`src/rtl/bram16_arbiter_if.sv`:
```
// rtl/bram16_arbiter_if.sv - master/RAM bus bundle for the two-master block RAM arbiter
// Purpose: groups the instruction port, data port and RAM-side signals.
// Ports (slave = arbiter view):
//   i_req/i_adr -> i_dat/i_ack                      instruction fetch port
//   d_req/d_we/d_sel/d_adr/d_wdat -> d_rdat/d_ack   data port
//   mem_di -> mem_a/mem_do/mem_we                   single-port RAM side
interface bram16_arbiter_if;
  logic        i_req;
  logic [15:0] i_adr;
  logic [15:0] i_dat;
  logic        i_ack;
  logic        d_req;
  logic        d_we;
  logic [1:0]  d_sel;
  logic [15:0] d_adr;
  logic [15:0] d_wdat;
  logic [15:0] d_rdat;
  logic        d_ack;
  logic [15:0] mem_a;
  logic [15:0] mem_do;
  logic        mem_we;
  logic [15:0] mem_di;

  modport slave (
    input  i_req, i_adr, d_req, d_we, d_sel, d_adr, d_wdat, mem_di,
    output i_dat, i_ack, d_rdat, d_ack, mem_a, mem_do, mem_we
  );

  modport master (
    output i_req, i_adr, d_req, d_we, d_sel, d_adr, d_wdat, mem_di,
    input  i_dat, i_ack, d_rdat, d_ack, mem_a, mem_do, mem_we
  );
endinterface

```
`src/rtl/bram16_arbiter.sv`:
```
// rtl/bram16_arbiter.sv - round-robin two-master arbiter for a 16-bit single-port block RAM
// Purpose: arbitrates instruction fetches and data loads/stores onto one RAM,
//   hides the 1-cycle read latency and performs byte-lane stores as read-modify-write.
// Ports:
//   sys_clk  system clock, rising edge
//   sys_rst  asynchronous active-low reset
//   bus      bram16_arbiter_if.slave (instruction port, data port, RAM side)
module bram16_arbiter #(
  parameter bit data_first = 1'b1
) (
  input  logic             sys_clk,
  input  logic             sys_rst,
  bram16_arbiter_if.slave  bus
);

  typedef enum logic [1:0] {
    IDLE = 2'd0,
    RD   = 2'd1,
    RMW  = 2'd2,
    ACK  = 2'd3
  } state_e;

  state_e      state_q, state_d;
  logic        grant_q, grant_d;   // 1 = data port owns the current transaction
  logic        last_q, last_d;     // 1 = data port was served last
  logic [15:0] adr_q, adr_d;
  logic [15:0] wdat_q, wdat_d;
  logic [1:0]  sel_q, sel_d;
  logic        i_ack_q, i_ack_d;
  logic        d_ack_q, d_ack_d;
  logic [15:0] i_dat_q, i_dat_d;
  logic [15:0] d_rdat_q, d_rdat_d;

  logic        any_req;
  logic        win_data;
  logic [15:0] mem_a_c;
  logic [15:0] mem_do_c;
  logic        mem_we_c;

  assign any_req = bus.i_req | bus.d_req;
  // On a tie the port that was not served last wins.
  assign win_data = bus.d_req & (~bus.i_req | ~last_q);

  always_comb begin
    state_d  = state_q;
    grant_d  = grant_q;
    last_d   = last_q;
    adr_d    = adr_q;
    wdat_d   = wdat_q;
    sel_d    = sel_q;
    i_dat_d  = i_dat_q;
    d_rdat_d = d_rdat_q;
    i_ack_d  = 1'b0;
    d_ack_d  = 1'b0;
    mem_a_c  = 16'h0000;
    mem_do_c = 16'h0000;
    mem_we_c = 1'b0;

    case (state_q)
      IDLE: begin
        if (any_req) begin
          grant_d = win_data;
          adr_d   = win_data ? bus.d_adr : bus.i_adr;
          wdat_d  = bus.d_wdat;
          sel_d   = bus.d_sel;
          mem_a_c = win_data ? bus.d_adr : bus.i_adr;
          if (win_data && bus.d_we) begin
            case (bus.d_sel)
              2'b11: begin
                mem_we_c = 1'b1;
                mem_do_c = bus.d_wdat;
                d_ack_d  = 1'b1;
                state_d  = ACK;
              end
              2'b00: begin
                // No lanes selected: completes as a store without touching the RAM.
                d_ack_d = 1'b1;
                state_d = ACK;
              end
              default: state_d = RMW;  // this cycle is the read phase
            endcase
          end else begin
            state_d = RD;
          end
        end
      end

      RD: begin
        mem_a_c = adr_q;
        if (grant_q) begin
          d_rdat_d = bus.mem_di;
          d_ack_d  = 1'b1;
        end else begin
          i_dat_d = bus.mem_di;
          i_ack_d = 1'b1;
        end
        state_d = ACK;
      end

      RMW: begin
        mem_a_c  = adr_q;
        mem_we_c = 1'b1;
        mem_do_c = {sel_q[1] ? wdat_q[15:8] : bus.mem_di[15:8],
                    sel_q[0] ? wdat_q[7:0]  : bus.mem_di[7:0]};
        d_ack_d  = 1'b1;
        state_d  = ACK;
      end

      ACK: begin
        // Ack is visible this cycle; a still-held req is only re-examined in IDLE.
        last_d  = grant_q;
        state_d = IDLE;
      end

      default: state_d = IDLE;
    endcase
  end

  always_ff @(posedge sys_clk or negedge sys_rst) begin
    if (!sys_rst) begin
      state_q  <= IDLE;
      grant_q  <= 1'b0;
      last_q   <= ~data_first;
      adr_q    <= 16'h0000;
      wdat_q   <= 16'h0000;
      sel_q    <= 2'b00;
      i_ack_q  <= 1'b0;
      d_ack_q  <= 1'b0;
      i_dat_q  <= 16'h0000;
      d_rdat_q <= 16'h0000;
    end else begin
      state_q  <= state_d;
      grant_q  <= grant_d;
      last_q   <= last_d;
      adr_q    <= adr_d;
      wdat_q   <= wdat_d;
      sel_q    <= sel_d;
      i_ack_q  <= i_ack_d;
      d_ack_q  <= d_ack_d;
      i_dat_q  <= i_dat_d;
      d_rdat_q <= d_rdat_d;
    end
  end

  assign bus.mem_a  = mem_a_c;
  assign bus.mem_do = mem_do_c;
  // Reset blocks RAM writes immediately, even mid-RMW before the write edge.
  assign bus.mem_we = mem_we_c & sys_rst;
  assign bus.i_ack  = i_ack_q;
  assign bus.d_ack  = d_ack_q;
  assign bus.i_dat  = i_dat_q;
  assign bus.d_rdat = d_rdat_q;

endmodule

```
`src/flat_wrapper.sv`:
```
// flat-port wrapper written by rule: the top's interface ports become plain ports
module bram16_arbiter_flat 
#(
  parameter bit data_first = 1'b1
)
  (sys_clk, sys_rst, bus_i_req, bus_i_adr, bus_d_req, bus_d_we, bus_d_sel, bus_d_adr, bus_d_wdat, bus_mem_di, bus_i_dat, bus_i_ack, bus_d_rdat, bus_d_ack, bus_mem_a, bus_mem_do, bus_mem_we);
  bram16_arbiter_if bus_i ();
  input  logic sys_clk;
  input  logic sys_rst;
  input wire logic [$bits(bus_i.i_req)-1:0] bus_i_req;
  input wire logic [$bits(bus_i.i_adr)-1:0] bus_i_adr;
  input wire logic [$bits(bus_i.d_req)-1:0] bus_d_req;
  input wire logic [$bits(bus_i.d_we)-1:0] bus_d_we;
  input wire logic [$bits(bus_i.d_sel)-1:0] bus_d_sel;
  input wire logic [$bits(bus_i.d_adr)-1:0] bus_d_adr;
  input wire logic [$bits(bus_i.d_wdat)-1:0] bus_d_wdat;
  input wire logic [$bits(bus_i.mem_di)-1:0] bus_mem_di;
  output wire logic [$bits(bus_i.i_dat)-1:0] bus_i_dat;
  output wire logic [$bits(bus_i.i_ack)-1:0] bus_i_ack;
  output wire logic [$bits(bus_i.d_rdat)-1:0] bus_d_rdat;
  output wire logic [$bits(bus_i.d_ack)-1:0] bus_d_ack;
  output wire logic [$bits(bus_i.mem_a)-1:0] bus_mem_a;
  output wire logic [$bits(bus_i.mem_do)-1:0] bus_mem_do;
  output wire logic [$bits(bus_i.mem_we)-1:0] bus_mem_we;
  assign bus_i.i_req = bus_i_req;
  assign bus_i.i_adr = bus_i_adr;
  assign bus_i.d_req = bus_d_req;
  assign bus_i.d_we = bus_d_we;
  assign bus_i.d_sel = bus_d_sel;
  assign bus_i.d_adr = bus_d_adr;
  assign bus_i.d_wdat = bus_d_wdat;
  assign bus_i.mem_di = bus_mem_di;
  assign bus_i_dat = bus_i.i_dat;
  assign bus_i_ack = bus_i.i_ack;
  assign bus_d_rdat = bus_i.d_rdat;
  assign bus_d_ack = bus_i.d_ack;
  assign bus_mem_a = bus_i.mem_a;
  assign bus_mem_do = bus_i.mem_do;
  assign bus_mem_we = bus_i.mem_we;
  bram16_arbiter #(.data_first(data_first)) u_core (.sys_clk(sys_clk), .sys_rst(sys_rst), .bus(bus_i));
endmodule
```
`config.mk`:
```
export PLATFORM = sky130hd
export DESIGN_NAME = bram16_arbiter_flat
export DESIGN_NICKNAME = d
export VERILOG_FILES = /design/src/rtl/bram16_arbiter_if.sv /design/src/rtl/bram16_arbiter.sv /design/src/flat_wrapper.sv
export SDC_FILE = /design/constraint.sdc
export NUM_CORES = 1
export LEC_CHECK = 0
export ABC_AREA = 1
export CORE_ASPECT_RATIO = 0.7
export CORE_MARGIN = 10
export CORE_UTILIZATION = 44
export DETAILED_ROUTE_END_ITERATION = 16
export PLACE_DENSITY_LB_ADDON = 0.25
export SYNTH_ARGS = -nofsm -noshare
export SYNTH_HDL_FRONTEND = slang
export SYNTH_SLANG_ARGS = --single-unit
```
`constraint.sdc`:
```
create_clock -name sys_clk -period 2 [get_ports sys_clk]
set_input_delay 0.4 -clock sys_clk [delete_from_list [all_inputs] [get_ports sys_clk]]
set_output_delay 0.4 -clock sys_clk [all_outputs]
set_load 0.01 [all_outputs]
```
==> run_1/congestion_map.png <==
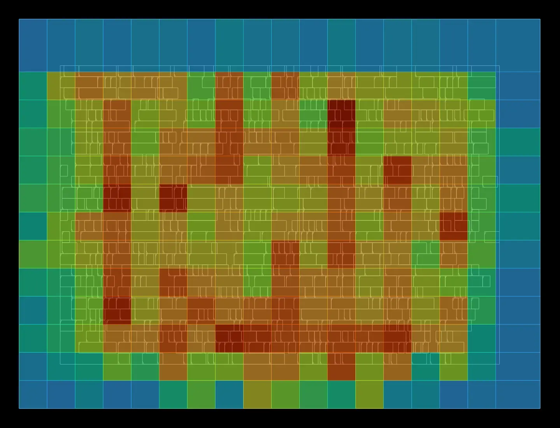
Total GRT Usage: 20.7%
busiest grt layer: met2

==> run_1/gates.png <==
Bar = 50 microns.
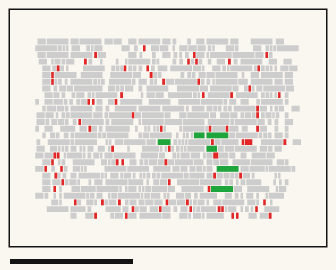
Key: red = inv cells [cells 73, where spread over the die]; green = fa/ha/maj cells [cells 6]
Final Non-Filler Cells: 761
combinational share of cell area: 29.2%

==> impl_metrics.yaml, run 1 <==
# yosys + openroad results
run_status:
  outcome: "finished, violations left"
  violations: "negative setup slack"
synthesis:
  simple_gate_share_pct: 20.4
  synth-edff-count: 0
  adder_share_pct: 2.08
  ys_sh_mux_pct: 0
  ys_async_sr_fraction_pct: 100
  yosysTopAreaCell: "dfrtp_1"
  ys_top_cells_by_area: "dfrtp_1 50%, nand2_1 13%, o21ai_0 8.7%"
  top_cell_area_share_pct: 49.9
  top_logic_kind: "simple AND/OR/NAND/NOR gates"
  synth_cells: 469
drt:
  ant_nets: 0
  route.met2.wl_mm: 6.90
  drt-initial-drc-count: 306
  met1_length_mm: 5.60
  dr_wl_met3_mm: 1.06
placement:
  dp_slack_ns: -0.652
  placed_area_sq_um: 5330
  port_buffers: 137
power_and_ir_drop:
  power_frac_clock_pct: 15.2
  p_seq_uw: 2610
  power_leakage_uw: 0.00305
  power_density_nw_per_um2: 1580
  powerClk_uw: 1500
  swShare_pct: 41.0
  power_frac_comb_pct: 58.3
  comb_power_uw: 5740
  p_int_uw: 5810
  seqPwrFrac_pct: 26.5
final_timing:
  drv_slew: 0
  setup_viol: 32
  relSlewSlack_pct: 37.9
  final.setup.worst_slack_ns: -0.202
  period_used_pct: 110
grt:
  grt_pass1_vias: 3929
  grt_max_degree: 73
  use_met2_pct: 34.6
  grt_util_met1_pct: 26.1
  gr-usage-met3_pct: 6.26
clocking:
  numCtsBuffers: 9
  clk_latency_ns: 0.33
  ctsResizeCount: 204
  cts-root-buf: "clkbuf_16"
  cts_tree: "done"
  clockBufferDepth: 2
  clk_pin_slew_ns: 0.07
cells_and_area:
  final_util_pct: 78.4
  final_cell_mix: "116 x nand2_1, 98 x clkdlybuf4s50_1, 72 x dfrtp_1"
  flop_area_sq_um: 1800
  finalInstanceArea_sq_um: 6220
  num-nets-final: 732
  syn_to_final_growth_pct: 72.4
  logic_gate_count: 298
  buf_share_pct: 30.8
  clkbuf_count: 9
  fillers: 536
  clock_area_share_pct: 4.50
  nNonClkInverters: 73
  area.combinational_sq_um: 1820
floorplanning:
  chip_area_sq_um: 12300
  core_region_area_sq_um: 7940
setup_path:
  cp.buffers_inverters: 5
  crit_cells: 9
  worstPathRequired_ns: 1.60
  max_stage_delay_ns: 0.39
  critPathLaunch: "u_core.state_q[0]"
  crit_chain: "inv_2 -> ha_4 -> inv_4 -> nor2_4 -> buf_12 -> buf_12 -> nand3_2 -> a21oi_2 -> buf_2"
min_path:
  hold_class: "in2async"
==> run_1/layers.png <==
Bar = 50 microns.
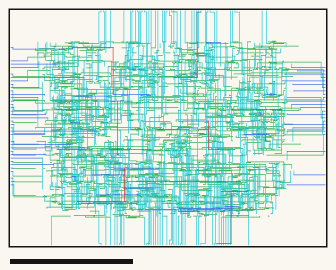
Key: blue = M3 [wire length 1060 microns]; green = M1 [wire length 5600 microns]; red = M4 [wire length 112 microns]; cyan = M2 [wire length 6900 microns]
post-DR wirelength/cell: 18.0 microns
via count: 3912
WL final: 13.7 mm

==> run 2, diff against run 1 <==
--- a/config.mk
+++ b/config.mk
@@ -10,7 +10,7 @@
 export CORE_MARGIN = 10
 export CORE_UTILIZATION = 44
 export DETAILED_ROUTE_END_ITERATION = 16
-export PLACE_DENSITY_LB_ADDON = 0.25
+export PLACE_DENSITY = 0.85
 export SYNTH_ARGS = -nofsm -noshare
 export SYNTH_HDL_FRONTEND = slang
 export SYNTH_SLANG_ARGS = --single-unit
==> run_2/layers.png <==
Bar = 50 microns.
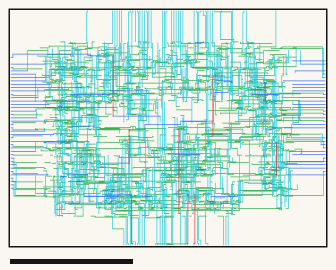
Key: blue = M3 [wire length 1040 microns]; cyan = M2 [wire length 6290 microns]; red = M4 [wire length 176 microns]; green = M1 [wire length 5170 microns]
WL final: 12.7 mm
via count: 3921
Total GRT Usage: 19.6%

==> run_2/congestion_map.png <==
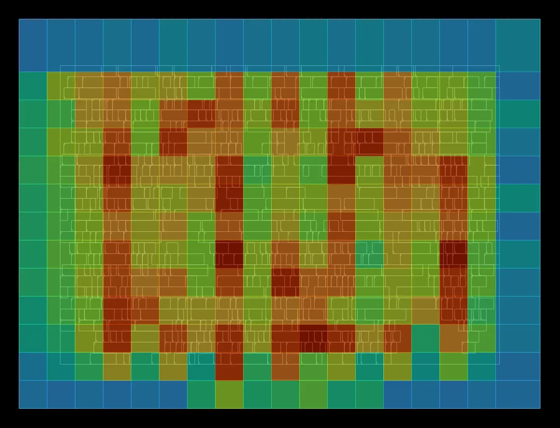
fin util: 74.9%
post-DR wirelength/cell: 16.7 microns

==> run 2 against run 1 <==
Compared with the run above: the flow still finishes with violations (negative setup slack); non-clock buffer count fell by 4; hold slack got worse by 0.0085 ns; clock skew rose by 0.0021 ns; sequential power barely moved; synthesized cell count did not move; worst setup slack improved by 0.024 ns; register-to-register slack improved by 0.04 ns; fmax rose by 1.1%; clock-buffer cell count did not move; sequential share of layout area rose by 1.4 points; routed wire length fell by 7.4%.
==> impl_metrics.yaml, run 2 <==
# yosys + openroad results
clocking:
  clk_pin_slew_ns: 0.06
  cts_tree: "done"
  numCtsBuffers: 9
  clk_latency_ns: 0.33
  cts-root-buf: "clkbuf_16"
  ctsResizeCount: 165
  clockBufferDepth: 2
setup_path:
  crit_chain: "inv_2 -> ha_4 -> inv_4 -> nor2_4 -> buf_12 -> buf_12 -> nand3_4 -> a21oi_2 -> buf_2"
  critPathLaunch: "u_core.state_q[0]"
  max_stage_delay_ns: 0.38
  crit_cells: 9
  worstPathRequired_ns: 1.60
  worst_ep_arrival_time_ns: 1.78
  r2r_end: "u_core.adr_q[13]"
  worstSetupEndpointType: "output port"
cells_and_area:
  nNonClkInverters: 73
  area.combinational_sq_um: 1660
  comb_share_pct: 27.9
  final_cell_mix: "121 x nand2_1, 99 x clkdlybuf4s50_1, 72 x dfrtp_1"
  num_antenna_cells: 0
  fillers: 595
  clock_area_share_pct: 4.72
  buf_share_pct: 30.3
  logic_gate_count: 298
  finalInstanceArea_sq_um: 5940
  flop_area_sq_um: 1800
  fin_cells: 757
  syn_to_final_growth_pct: 64.7
power_and_ir_drop:
  p_int_uw: 5450
  power_density_nw_per_um2: 1550
  power_frac_comb_pct: 54.9
  power_frac_clock_pct: 16.5
  powerClk_uw: 1510
  seqPwrFrac_pct: 28.7
  swShare_pct: 40.7
placement:
  placed_area_sq_um: 5360
  port_buffers: 137
  dp_slack_ns: -0.634
grt:
  grt_pass1_wl_mm: 19.8
  grt_util_met1_pct: 23.9
  grt_max_degree: 73
  top_usage_layer: "met2"
synthesis:
  ys_top_cells_by_area: "dfrtp_1 50%, nand2_1 13%, o21ai_0 8.7%"
  simple_gate_share_pct: 20.4
  ys_chip_area_sq_um: 3610
  ys_sh_mux_pct: 0
  yosysTopAreaCell: "dfrtp_1"
  top_cell_area_share_pct: 49.9
  ys_async_sr_fraction_pct: 100
  synth_cells: 469
  synth-edff-count: 0
final_timing:
  drv_slew: 0
  setup_viol: 32
  fin_skew_ns: 0.0130
  final.setup.worst_slack_ns: -0.178
floorplanning:
  pin_count: 138
  core_region_area_sq_um: 7940
  chip_area_sq_um: 12300
drt:
  drt-initial-drc-count: 279
  ant_nets: 0
  route.met2.wl_mm: 6.29
run_status:
  violations: "negative setup slack"
  outcome: "finished, violations left"
No activity file was given, so power comes from the tool's default toggle rates.
